### config.mk
export PLATFORM = sky130hd
export DESIGN_NAME = ntt_stage_sched
export DESIGN_NICKNAME = d
export VERILOG_FILES = /design/src/rtl/ntt_pkg.sv /design/src/rtl/ntt_addr_gen.sv /design/src/rtl/ntt_stage_sched.sv
export SDC_FILE = /design/constraint.sdc
export NUM_CORES = 1
export LEC_CHECK = 0
export CAP_MARGIN = 5
export CELL_PAD_IN_SITES_DETAIL_PLACEMENT = 0
export CELL_PAD_IN_SITES_GLOBAL_PLACEMENT = 1
export CORE_AREA = 4 4 169 171
export CTS_CLUSTER_SIZE = 40
export DETAILED_ROUTE_END_ITERATION = 8
export DIE_AREA = 0 0 173 175
export GPL_TIMING_DRIVEN = 1
export HOLD_SLACK_MARGIN = 0.15
export PLACE_DENSITY_LB_ADDON = 0.1
export SLEW_MARGIN = 25
export SYNTH_ARGS = -nofsm -noshare
export SYNTH_HDL_FRONTEND = slang
export SYNTH_SLANG_ARGS = --single-unit
### constraint.sdc
create_clock -name clk -period 7.7 [get_ports clk]
set_clock_uncertainty 0.15 [all_clocks]
set_input_delay 2.31 -clock clk [delete_from_list [all_inputs] [get_ports clk]]
set_output_delay 2.31 -clock clk [all_outputs]
set_load 0.01 [all_outputs]
### src/rtl/ntt_pkg.sv
`default_nettype none
// ============================================================================
//  Module      : ntt_pkg
//  Description : Shared types and helpers for the NTT stage schedulers.
//                Holds the scheduler state encoding, the default pipeline
//                latency (RAM/ROM read latency + butterfly core latency)
//                and a ceil(log2) helper usable in constant expressions.
//  Revision    : 1.0  initial release
// ============================================================================
package ntt_pkg;

    typedef enum logic [1:0] {
        IDLE  = 2'd0,
        RUN   = 2'd1,
        DRAIN = 2'd2,
        DONE  = 2'd3
    } sched_state_t;

    localparam int unsigned DEF_RD_LAT   = 1;
    localparam int unsigned DEF_CORE_LAT = 1;
    localparam int unsigned PIPE_LAT     = DEF_RD_LAT + DEF_CORE_LAT;

    // ceil(log2(v)); returns 0 for v <= 1.
    function automatic int unsigned clog2(input int unsigned v);
        int unsigned r;
        r = 0;
        while ((r < 31) && ((32'd1 << r) < v)) begin
            r = r + 1;
        end
        return r;
    endfunction

    // Width of the stage index: enough to hold 0..LOG_N-1, never zero.
    function automatic int unsigned stage_width(input int unsigned log_n);
        return (log_n > 1) ? clog2(log_n) : 1;
    endfunction

endpackage
`default_nettype wire

### src/rtl/ntt_addr_gen.sv
`default_nettype none
// ============================================================================
//  Module      : ntt_addr_gen
//  Description : Purely combinational butterfly address generator for a
//                SEAL-ordered Cooley-Tukey NTT. For stage s and butterfly
//                counter k:
//                    t = N >> (s+1),  i = k >> (LOG_N-1-s)
//                    j = (i << (LOG_N-s)) | (k & (t-1))
//                    addr_a = j, addr_b = j + t, tw_idx = (1 << s) + i
//                Shared by the forward and inverse schedulers.
//  Ports       : i_stage  [STAGE_W] stage s
//                i_k      [LOG_N]   butterfly counter k (0..N/2-1)
//                o_addr_a [LOG_N]   coefficient address j
//                o_addr_b [LOG_N]   coefficient address j+t
//                o_tw_idx [LOG_N]   twiddle index m+i
//  Revision    : 1.0  initial release
// ============================================================================
module ntt_addr_gen
    import ntt_pkg::*;
#(
    parameter  int unsigned LOG_N   = 10,
    localparam int unsigned STAGE_W = stage_width(LOG_N)
) (
    input  logic [STAGE_W-1:0] i_stage,
    input  logic [LOG_N-1:0]   i_k,
    output logic [LOG_N-1:0]   o_addr_a,
    output logic [LOG_N-1:0]   o_addr_b,
    output logic [LOG_N-1:0]   o_tw_idx
);

    logic [LOG_N-1:0] w_shamt;
    logic [LOG_N-1:0] w_t;
    logic [LOG_N-1:0] w_i;
    logic [LOG_N-1:0] w_j;

    always_comb begin
        // log2(t) = LOG_N-1-s; the group index i is k with the low
        // log2(t) bits stripped, j re-inserts a zero bit above them.
        w_shamt  = LOG_N'(LOG_N - 1) - LOG_N'(i_stage);
        w_t      = LOG_N'(1) << w_shamt;
        w_i      = i_k >> w_shamt;
        w_j      = (w_i << (w_shamt + LOG_N'(1))) | (i_k & (w_t - LOG_N'(1)));
        o_addr_a = w_j;
        o_addr_b = w_j + w_t;
        o_tw_idx = (LOG_N'(1) << i_stage) + w_i;
    end

endmodule
`default_nettype wire

### src/rtl/ntt_stage_sched.sv
`default_nettype none
// ============================================================================
//  Module      : ntt_stage_sched
//  Description : Scheduler for an in-place forward NTT over all LOG_N
//                stages. Issues one butterfly per cycle: reads a coefficient
//                pair and a twiddle, feeds the butterfly core directly from
//                the read data, and writes the core results back to the
//                same addresses PIPE_LAT = RD_LAT + CORE_LAT cycles later.
//                A drain of PIPE_LAT cycles separates stages so every write
//                of one stage lands before the next stage reads.
//  Ports       : clk, reset (sync, active-high), start (pulse)
//                busy / done / stage          status
//                rd_en, rd_addr_a/b, tw_addr  RAM / twiddle ROM read side
//                rd_data_a/b, tw_w, tw_wp     read data (RD_LAT later)
//                core_a/b/w/wp                butterfly core inputs
//                core_ya/yb                   butterfly core outputs
//                wr_en, wr_addr_a/b, wr_data_a/b  RAM write side
//  Revision    : 1.0  initial release
// ============================================================================
module ntt_stage_sched
    import ntt_pkg::*;
#(
    parameter  int unsigned DATA_W   = 32,
    parameter  int unsigned LOG_N    = 10,
    parameter  int unsigned RD_LAT   = DEF_RD_LAT,
    parameter  int unsigned CORE_LAT = DEF_CORE_LAT,
    localparam int unsigned STAGE_W  = stage_width(LOG_N)
) (
    input  logic                clk,
    input  logic                reset,
    input  logic                start,
    output logic                busy,
    output logic                done,
    output logic [STAGE_W-1:0]  stage,
    output logic                rd_en,
    output logic [LOG_N-1:0]    rd_addr_a,
    output logic [LOG_N-1:0]    rd_addr_b,
    input  logic [DATA_W-1:0]   rd_data_a,
    input  logic [DATA_W-1:0]   rd_data_b,
    output logic [LOG_N-1:0]    tw_addr,
    input  logic [DATA_W-1:0]   tw_w,
    input  logic [DATA_W-1:0]   tw_wp,
    output logic [DATA_W-1:0]   core_a,
    output logic [DATA_W-1:0]   core_b,
    output logic [DATA_W-1:0]   core_w,
    output logic [DATA_W-1:0]   core_wp,
    input  logic [DATA_W-1:0]   core_ya,
    input  logic [DATA_W-1:0]   core_yb,
    output logic                wr_en,
    output logic [LOG_N-1:0]    wr_addr_a,
    output logic [LOG_N-1:0]    wr_addr_b,
    output logic [DATA_W-1:0]   wr_data_a,
    output logic [DATA_W-1:0]   wr_data_b
);

    localparam int unsigned         C_PIPE_LAT   = RD_LAT + CORE_LAT;
    localparam int unsigned         C_DRAIN_W    = (C_PIPE_LAT > 1) ? clog2(C_PIPE_LAT) : 1;
    localparam logic [LOG_N-1:0]    C_K_LAST     = LOG_N'((1 << (LOG_N - 1)) - 1);
    localparam logic [STAGE_W-1:0]  C_STAGE_LAST = STAGE_W'(LOG_N - 1);
    localparam logic [C_DRAIN_W-1:0] C_DRAIN_LAST = C_DRAIN_W'(C_PIPE_LAT - 1);

    // ------------------------------------------------------------------
    // Control state
    // ------------------------------------------------------------------
    sched_state_t           state_q, state_d;
    logic [STAGE_W-1:0]     stage_q, stage_d;
    logic [LOG_N-1:0]       k_q, k_d;
    logic [C_DRAIN_W-1:0]   drain_q, drain_d;

    always_ff @(posedge clk) begin
        if (reset) begin
            state_q <= IDLE;
            stage_q <= '0;
            k_q     <= '0;
            drain_q <= '0;
        end else begin
            state_q <= state_d;
            stage_q <= stage_d;
            k_q     <= k_d;
            drain_q <= drain_d;
        end
    end

    always_comb begin
        state_d = state_q;
        stage_d = stage_q;
        k_d     = k_q;
        drain_d = drain_q;
        case (state_q)
            IDLE: begin
                // Start is only honoured here, so a pulse while running is dropped.
                if (start) begin
                    state_d = RUN;
                    stage_d = '0;
                    k_d     = '0;
                end
            end
            RUN: begin
                k_d = k_q + LOG_N'(1);
                if (k_q == C_K_LAST) begin
                    state_d = DRAIN;
                    k_d     = '0;
                    drain_d = '0;
                end
            end
            DRAIN: begin
                drain_d = drain_q + C_DRAIN_W'(1);
                if (drain_q == C_DRAIN_LAST) begin
                    if (stage_q == C_STAGE_LAST) begin
                        state_d = DONE;
                    end else begin
                        state_d = RUN;
                        stage_d = stage_q + STAGE_W'(1);
                        k_d     = '0;
                    end
                end
            end
            DONE: begin
                state_d = IDLE;
                stage_d = '0;
            end
            default: begin
                state_d = IDLE;
            end
        endcase
    end

    // ------------------------------------------------------------------
    // Read side: addresses are forced to zero outside RUN so the RAM/ROM
    // buses stay quiet while idle or draining.
    // ------------------------------------------------------------------
    logic [LOG_N-1:0] w_addr_a;
    logic [LOG_N-1:0] w_addr_b;
    logic [LOG_N-1:0] w_tw_idx;
    logic             w_rd_en;

    ntt_addr_gen #(
        .LOG_N    (LOG_N)
    ) u_addr_gen (
        .i_stage  (stage_q),
        .i_k      (k_q),
        .o_addr_a (w_addr_a),
        .o_addr_b (w_addr_b),
        .o_tw_idx (w_tw_idx)
    );

    assign w_rd_en   = (state_q == RUN);
    assign rd_en     = w_rd_en;
    assign rd_addr_a = w_rd_en ? w_addr_a : '0;
    assign rd_addr_b = w_rd_en ? w_addr_b : '0;
    assign tw_addr   = w_rd_en ? w_tw_idx : '0;

    // ------------------------------------------------------------------
    // Write-back: the read strobe and addresses ride a PIPE_LAT-deep shift
    // register so they line up with the core results.
    // ------------------------------------------------------------------
    logic [C_PIPE_LAT-1:0] wr_en_pipe_q, wr_en_pipe_d;
    logic [LOG_N-1:0]      wa_pipe_q [C_PIPE_LAT];
    logic [LOG_N-1:0]      wa_pipe_d [C_PIPE_LAT];
    logic [LOG_N-1:0]      wb_pipe_q [C_PIPE_LAT];
    logic [LOG_N-1:0]      wb_pipe_d [C_PIPE_LAT];

    always_comb begin
        wr_en_pipe_d    = wr_en_pipe_q;
        wa_pipe_d       = wa_pipe_q;
        wb_pipe_d       = wb_pipe_q;
        wr_en_pipe_d[0] = w_rd_en;
        wa_pipe_d[0]    = rd_addr_a;
        wb_pipe_d[0]    = rd_addr_b;
        for (int n = 1; n < int'(C_PIPE_LAT); n++) begin
            wr_en_pipe_d[n] = wr_en_pipe_q[n-1];
            wa_pipe_d[n]    = wa_pipe_q[n-1];
            wb_pipe_d[n]    = wb_pipe_q[n-1];
        end
    end

    always_ff @(posedge clk) begin
        if (reset) begin
            // Clearing the pipe aborts any in-flight writes immediately.
            wr_en_pipe_q <= '0;
            for (int n = 0; n < int'(C_PIPE_LAT); n++) begin
                wa_pipe_q[n] <= '0;
                wb_pipe_q[n] <= '0;
            end
        end else begin
            wr_en_pipe_q <= wr_en_pipe_d;
            wa_pipe_q    <= wa_pipe_d;
            wb_pipe_q    <= wb_pipe_d;
        end
    end

    assign wr_en     = wr_en_pipe_q[C_PIPE_LAT-1];
    assign wr_addr_a = wa_pipe_q[C_PIPE_LAT-1];
    assign wr_addr_b = wb_pipe_q[C_PIPE_LAT-1];
    assign wr_data_a = core_ya;
    assign wr_data_b = core_yb;

    // Core operands come straight from the memories, no extra register.
    assign core_a  = rd_data_a;
    assign core_b  = rd_data_b;
    assign core_w  = tw_w;
    assign core_wp = tw_wp;

    // ------------------------------------------------------------------
    // Status
    // ------------------------------------------------------------------
    assign busy  = (state_q == RUN) || (state_q == DRAIN);
    assign done  = (state_q == DONE);
    assign stage = stage_q;

endmodule
`default_nettype wire

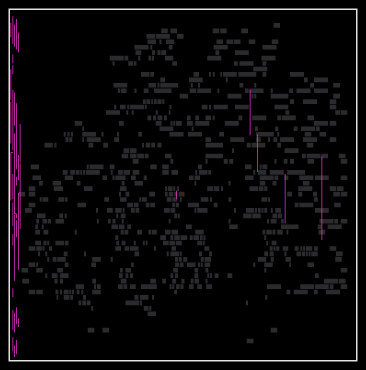
(run_1/m4.png)
Drawn at 2 px/µm.
longest straight run = 41.5 µm
wire length on this layer = 587 µm
nets with wire on the layer = 35

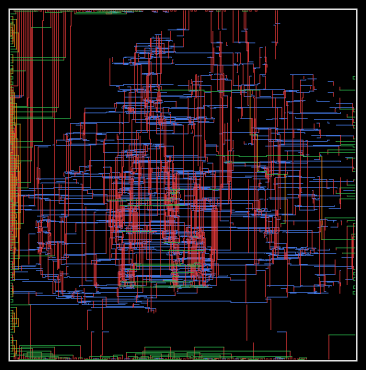
(run_1/layers.png)
Drawn at 2 px/µm.
red -> M2  # wire length 9820 µm
green -> M3  # wire length 1890 µm
blue -> M1  # wire length 8010 µm
orange -> M4  # wire length 587 µm

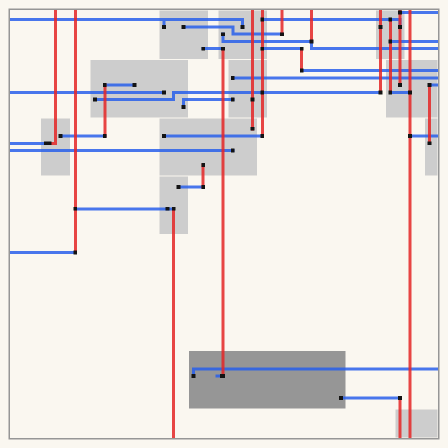
(run_1/closeup.png)
Region (120, 34) to (140, 54) µm. Cells in grey, sequential cells in the stronger grey; small squares are vias.
blue -> M1
red -> M2
cells with their middle in the window = 11
most frequent = inv_1 (2), and2_1 (2), ha_1 (2)
sequential cells in the window = 1
netlist names of flops here include = `wa_pipe_d` (1)

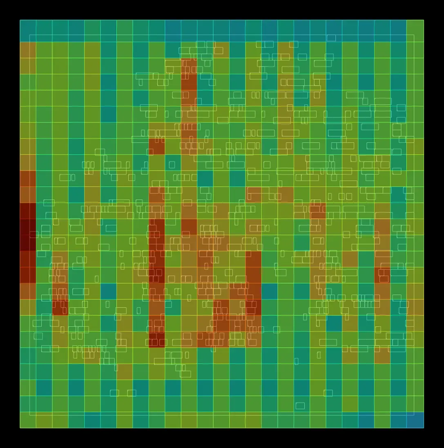
(run_1/congestion_map.png)
Total GRT Usage: 13.0%
met3 usage: 5.45%
gr busiest metal: met2
final core utilization: 20.6%
met2 GRT Util: 22.6%

==> out/metrics.yaml, run 1 <==
status: "finished clean"
insertion_delay_ns: 0.33
drc: 0
gp_congestion: 0.826
ys.flops: 59
yosysWarnings: 0
postPlaceCellArea_mm2: 0.00525
core_mm2: 0.0269
netlist_area_mm2: 0.00576
grt_use_met1_pct: 14.5
via_per_inst: 4.49
crit_fanout: 6
tool_warnings: 35
n_all_buffers: 83
largest_class: "combinational gates"
n_clock_buffer: 10
synthFlopType: "dfxtp_1"
p_comb_share_pct: 29.7
antenna_found_initial: 0
cap_violations: 0
dr_wl_met2_um: 9820
ant_nets: 0
r2r_start: "stage[1]"
crit_required_ns: 5.24
drtIter0Drc: 218
sh_seq_area_pct: 21.4
muxShareOfSynthArea_pct: 2.67
drive_gt1_share_pct: 10.3
p_per_area_mw_per_mm2: 181
synth_nets: 962
ir_worst_vdd_mv: 0.0923
power_frac_seq_pct: 33.7
final_cell_mix: "nor2_1 (67), clkdlybuf4s50_1 (60), dfxtp_1 (59)"
simple_gate_share_pct: 19.6
clock-sinks: 59
gr-total-overflow: 0
clkPwrFrac_pct: 36.5
nFillCells: 3036
buf_share_pct: 14.0
cts.hold.buffers_added: 0
top_cell: "buf_4"
syn_avg_cell_area_um2: 7.90
fp.dieH_um: 175
top_layer: "met4"
ios: 445
crit_type: "reg2out"
edf_count: 0
inverters_excl_clock: 25
aoi_share_pct: 13.5
cp.arrival_ns: 4.82
setup_tns_ns: 0
comb_area_mm2: 0.00279
p_switching_uw: 354
drv_slew: 0
critPathLaunch: "stage[1]"
syn_inst: 730
fin_ws_ns: 0.416
yosysTopAreaCellShare_pct: 27.9
vias: 4196
wl_um: 20300
hold_end: "wr_en_pipe_q[1]"
finalCritPeriodShare_pct: 94.6
synth-async-reset-ratio_pct: 0
post_cts_resized: 0
grt_max_degree: 39
grt_pass1_vias: 4459
layout_top_cell: "nor2_1"
p_seq_uw: 337
row_count: 60
final-setup-viol-count: 0
period_needed_ns: 7.28
slowest_delay_ns: 0.53
yosys_cells: 730
dr.pass1.iters: 5
p_sw_share_pct: 35.4
fin_cells: 934
clock_tree_area_fraction_pct: 4.89
critPathLaunchType: "register"
regArea_mm2: 0.00118
clockBufferDepth: 2
tapCellCount: 341
topCellsByArea: "buf_4 (28%), dfxtp_1 (20%), ha_1 (7.6%)"
ys_types: 74
logic_gates: 410
dieArea_mm2: 0.0303
final_area_mm2: 0.00553
syn_to_final_growth_pct: -4.06
placedCellCount: 918
clk-power_uw: 365
==> run 1 -> run 2 <==
--- a/config.mk
+++ b/config.mk
@@ -8,7 +8,7 @@
 export CAP_MARGIN = 5
 export CELL_PAD_IN_SITES_DETAIL_PLACEMENT = 0
 export CELL_PAD_IN_SITES_GLOBAL_PLACEMENT = 1
-export CORE_AREA = 4 4 169 171
+export CORE_AREA = 2 2 171 173
 export CTS_CLUSTER_SIZE = 40
 export DETAILED_ROUTE_END_ITERATION = 8
 export DIE_AREA = 0 0 173 175
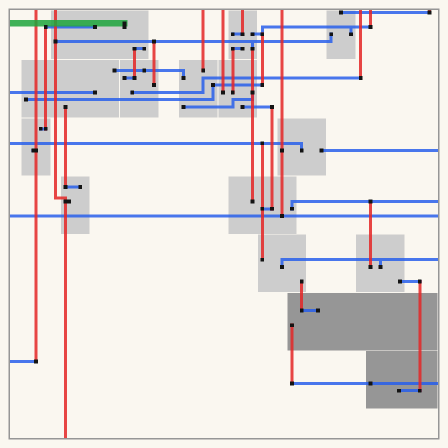
(run_2/closeup.png)
Region (120, 34) to (140, 54) µm. Cells in grey, sequential cells in the stronger grey; small squares are vias.
blue -> M1
green -> M3
red -> M2
sequential cells in the window = 1
most frequent = and2_1 (3)
netlist names of flops here include = `wa_pipe_d` (1)
cells with their middle in the window = 14

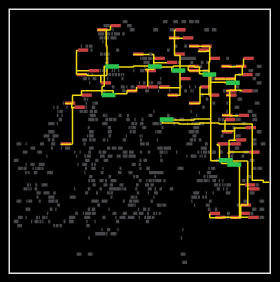
(run_2/clock_wires.png)
Drawn at 1.5 px/µm.
red -> flip-flops  # count 59
yellow -> clock wires  # length 1070 µm
green -> clock-net drivers  # count 9
routed clock nets = 10

==> out/metrics.yaml, run 2 <==
crit_required_ns: 5.24  # about the same
ys_types: 74  # unchanged
syn_inst: 730  # unchanged
use_met2_pct: 23.5  # +0.94 points
final_area_mm2: 0.00568  # +2.7%
final-setup-viol-count: 0  # unchanged
grt_max_degree: 39  # unchanged
critPathLaunchType: "register"
regArea_mm2: 0.00118  # unchanged
clkPwrFrac_pct: 39.6  # +3.1 points
ant_nets: 0  # unchanged
r2r_start: "stage[1]"
dieArea_mm2: 0.0303  # unchanged
top_layer: "met5"
placedCellCount: 960  # +4.6%
aoi_share_pct: 13.5  # unchanged
drtIter0Drc: 214  # -1.8%
yosysTopAreaCellShare_pct: 27.9  # unchanged
cp.arrival_ns: 4.87  # +0.05 ns
gp_congestion: 0.814  # -1.4%
vias: 4276  # +1.9%
tapCellCount: 384  # +13%
nFillCells: 3258  # +7.3%
critPathLaunch: "stage[1]"
largest_class: "combinational gates"
sh_seq_area_pct: 20.8  # -0.56 points
topCellsByArea: "buf_4 (28%), dfxtp_1 (20%), ha_1 (7.6%)"
layout_top_cell: "nor2_1"
crit_fanout: 10  # +4
drc: 0  # unchanged
top_usage_layer: "met2"
fin_cells: 977  # +4.6%
ys.flops: 59  # unchanged
n_all_buffers: 83  # unchanged
simple_gate_share_pct: 19.6  # unchanged
p_switching_uw: 358  # +1.3%
ir_worst_vdd_mv: 0.0838  # -9.2%
grt_pass1_vias: 4477  # +0.40%
muxShareOfSynthArea_pct: 2.67  # unchanged
status: "finished clean"
dr_wl_met2_um: 10400  # +5.7%
wl_um: 22500  # +11%
tool_warnings: 35  # unchanged
final_cell_mix: "nor2_1 (65), clkdlybuf4s50_1 (60), dfxtp_1 (59)"
power_frac_seq_pct: 32.3  # -1.4 points
syn_to_final_growth_pct: -1.50
cts.hold.buffers_added: 0  # unchanged
post_cts_resized: 1  # +1
slowest_delay_ns: 0.53  # about the same
hold_end: "wr_en_pipe_q[1]"
dr.pass1.iters: 4  # -1
comb_area_mm2: 0.00284  # +1.8%
inverters_excl_clock: 25  # unchanged
period_needed_ns: 7.33  # +0.0481 ns
synth-async-reset-ratio_pct: 0  # unchanged
p_seq_uw: 340  # about the same
grtUsageTotal_pct: 14.5  # +1.5 points
setup_tns_ns: 0  # unchanged
p_comb_share_pct: 28.1  # -1.6 points
finalCritPeriodShare_pct: 95.2  # +0.63 points
top_cell: "buf_4"
fp.dieH_um: 175  # unchanged
ios: 445  # unchanged
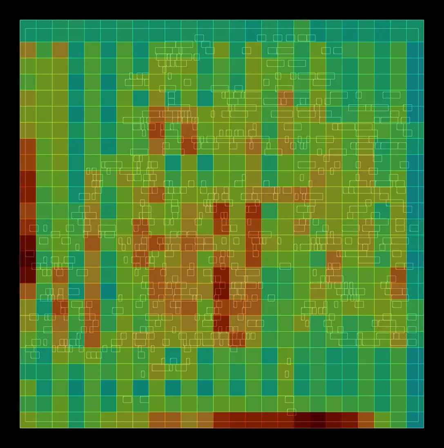
(run_2/congestion_map.png)
DR WL/cell: 23.0 µm
GRT met1 Usage: 16.4%

==> run 2 -> run 3 <==
--- a/config.mk
+++ b/config.mk
@@ -12,7 +12,7 @@
 export CTS_CLUSTER_SIZE = 40
 export DETAILED_ROUTE_END_ITERATION = 8
 export DIE_AREA = 0 0 173 175
-export GPL_TIMING_DRIVEN = 1
+export GPL_TIMING_DRIVEN = 0
 export HOLD_SLACK_MARGIN = 0.15
 export PLACE_DENSITY_LB_ADDON = 0.1
 export SLEW_MARGIN = 25
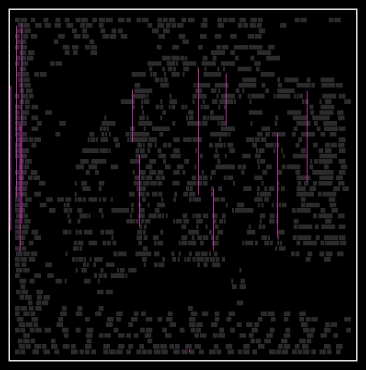
(run_3/m4.png)
Drawn at 2 px/µm.
nets with wire on the layer = 10
longest straight run = 100 µm
share of all routed wire = 2.5%
main direction = vertical
wire length on this layer = 599 µm

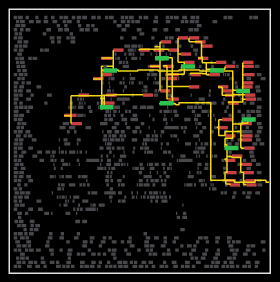
(run_3/clock_wires.png)
Drawn at 1.5 px/µm.
red -> flip-flops  # count 59
yellow -> clock wires  # length 920 µm
green -> clock-net drivers  # count 9
routed clock nets = 10

==> out/metrics.yaml, run 3 <==
clkPwrFrac_pct: 31.7  # -7.9 points
grt_use_met1_pct: 17.9  # +1.5 points
placedCellCount: 1366  # +42%
detail_route.wl_per_cell_um: 17.3  # -25%
top_layer: "met5"
synth_nets: 962
slowest_delay_ns: 0.56  # +0.03 ns
n_all_buffers: 496  # +500%
tool_warnings: 35  # unchanged
topCellsByArea: "buf_4 (28%), dfxtp_1 (20%), ha_1 (7.6%)"
critPathLaunch: "stage[2]"
vias: 5573  # +30%
yosys_cells: 730
worstHoldPathType: "reg2reg"
dr_wl_met2_um: 12100  # +17%
final_cell_mix: "clkdlybuf4s50_1 (252), buf_4 (224), nor2_1 (63)"
syn_to_final_growth_pct: 61.3
gp_congestion: 0.870  # +6.9%
dr.pass1.iters: 4  # unchanged
setup_tns_ns: 0  # unchanged
ys_types: 74  # unchanged
yosysTopAreaCellShare_pct: 27.9  # unchanged
ir_worst_vdd_mv: 0.0873  # +4.2%
finalCritPeriodShare_pct: 96.2  # +0.98 points
dieArea_mm2: 0.0303  # unchanged
sh_seq_area_pct: 12.8  # -8.0 points
ant_nets: 0  # unchanged
cp.arrival_ns: 4.95  # +0.08 ns
critical_path.cell_chain: "clkinvlp_4 > ha_1 > ha_4 > buf_4 > nand2b_4 > nor2_1 > a22o_1 > mux4_2 > a32oi_4 > inv_1 > ha_1 > nand2_1 > o21ai_2 > o41ai_2 > buf_4 > o21a_1 > nand2_1 > mux2i_1 > buf_4 > clkdlybuf4s50_1"
met1Wirelength_um: 9740
p_seq_uw: 337  # about the same
drtIter0Drc: 215  # +0.47%
synth-async-reset-ratio_pct: 0  # unchanged
layout_top_cell: "clkdlybuf4s50_1"
post_cts_resized: 29  # +28
use_met2_pct: 26.5  # +3.0 points
largest_class: "buffers"
tightestPinTransition_ns: 0.831
comb_area_mm2: 0.00292  # +2.9%
hold_end: "wr_addr_b[8]"
crit_required_ns: 5.24  # about the same
grt_pass1_vias: 5574  # +25%
muxShareOfSynthArea_pct: 2.67  # unchanged
status: "finished clean"
wl_um: 24100  # +7.0%
p_comb_share_pct: 41.6  # +14 points
numPortBuffers: 252
synthFlopType: "dfxtp_1"
fin_cells: 1390  # +42%
critPathLaunchType: "register"
r2r_start: "stage[2]"
crit_fanout: 10  # unchanged
final-setup-viol-count: 0  # unchanged
inverters_excl_clock: 25  # unchanged
top_usage_layer: "met2"
drc: 0  # unchanged
nFillCells: 3078  # -5.5%
ios: 445  # unchanged
syn_inst: 730  # unchanged
ys.flops: 59  # unchanged
period_needed_ns: 7.41  # +0.0753 ns
fp.dieH_um: 175  # unchanged
cts.hold.buffers_added: 0  # unchanged
via_per_inst: 4.01
fin_ws_ns: 0.292
top_cell: "buf_4"
comb_share_pct: 31.4
yosys_area_mm2: 0.00576
p_switching_uw: 424  # +18%
ctsRootBufferMaster: "clkbuf_16"
simple_gate_share_pct: 19.6  # unchanged
regArea_mm2: 0.00119  # +0.74%
power_frac_seq_pct: 26.7  # -5.6 points
grtUsageTotal_pct: 15.2  # +0.67 points
final_area_mm2: 0.00930  # +64%
aoi_share_pct: 13.5  # unchanged
grt_max_degree: 12  # -69%
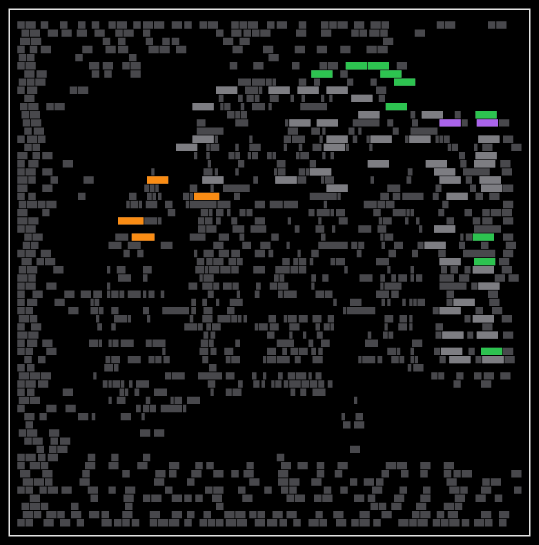
(run_3/ff_map.png)
Drawn at 3 px/µm.
orange -> `stage`  # sequential cells 4
green -> `wr_addr_a`  # sequential cells 10, where north-east
purple -> `wr_en_pipe_q`  # sequential cells 2
not coloured = 43

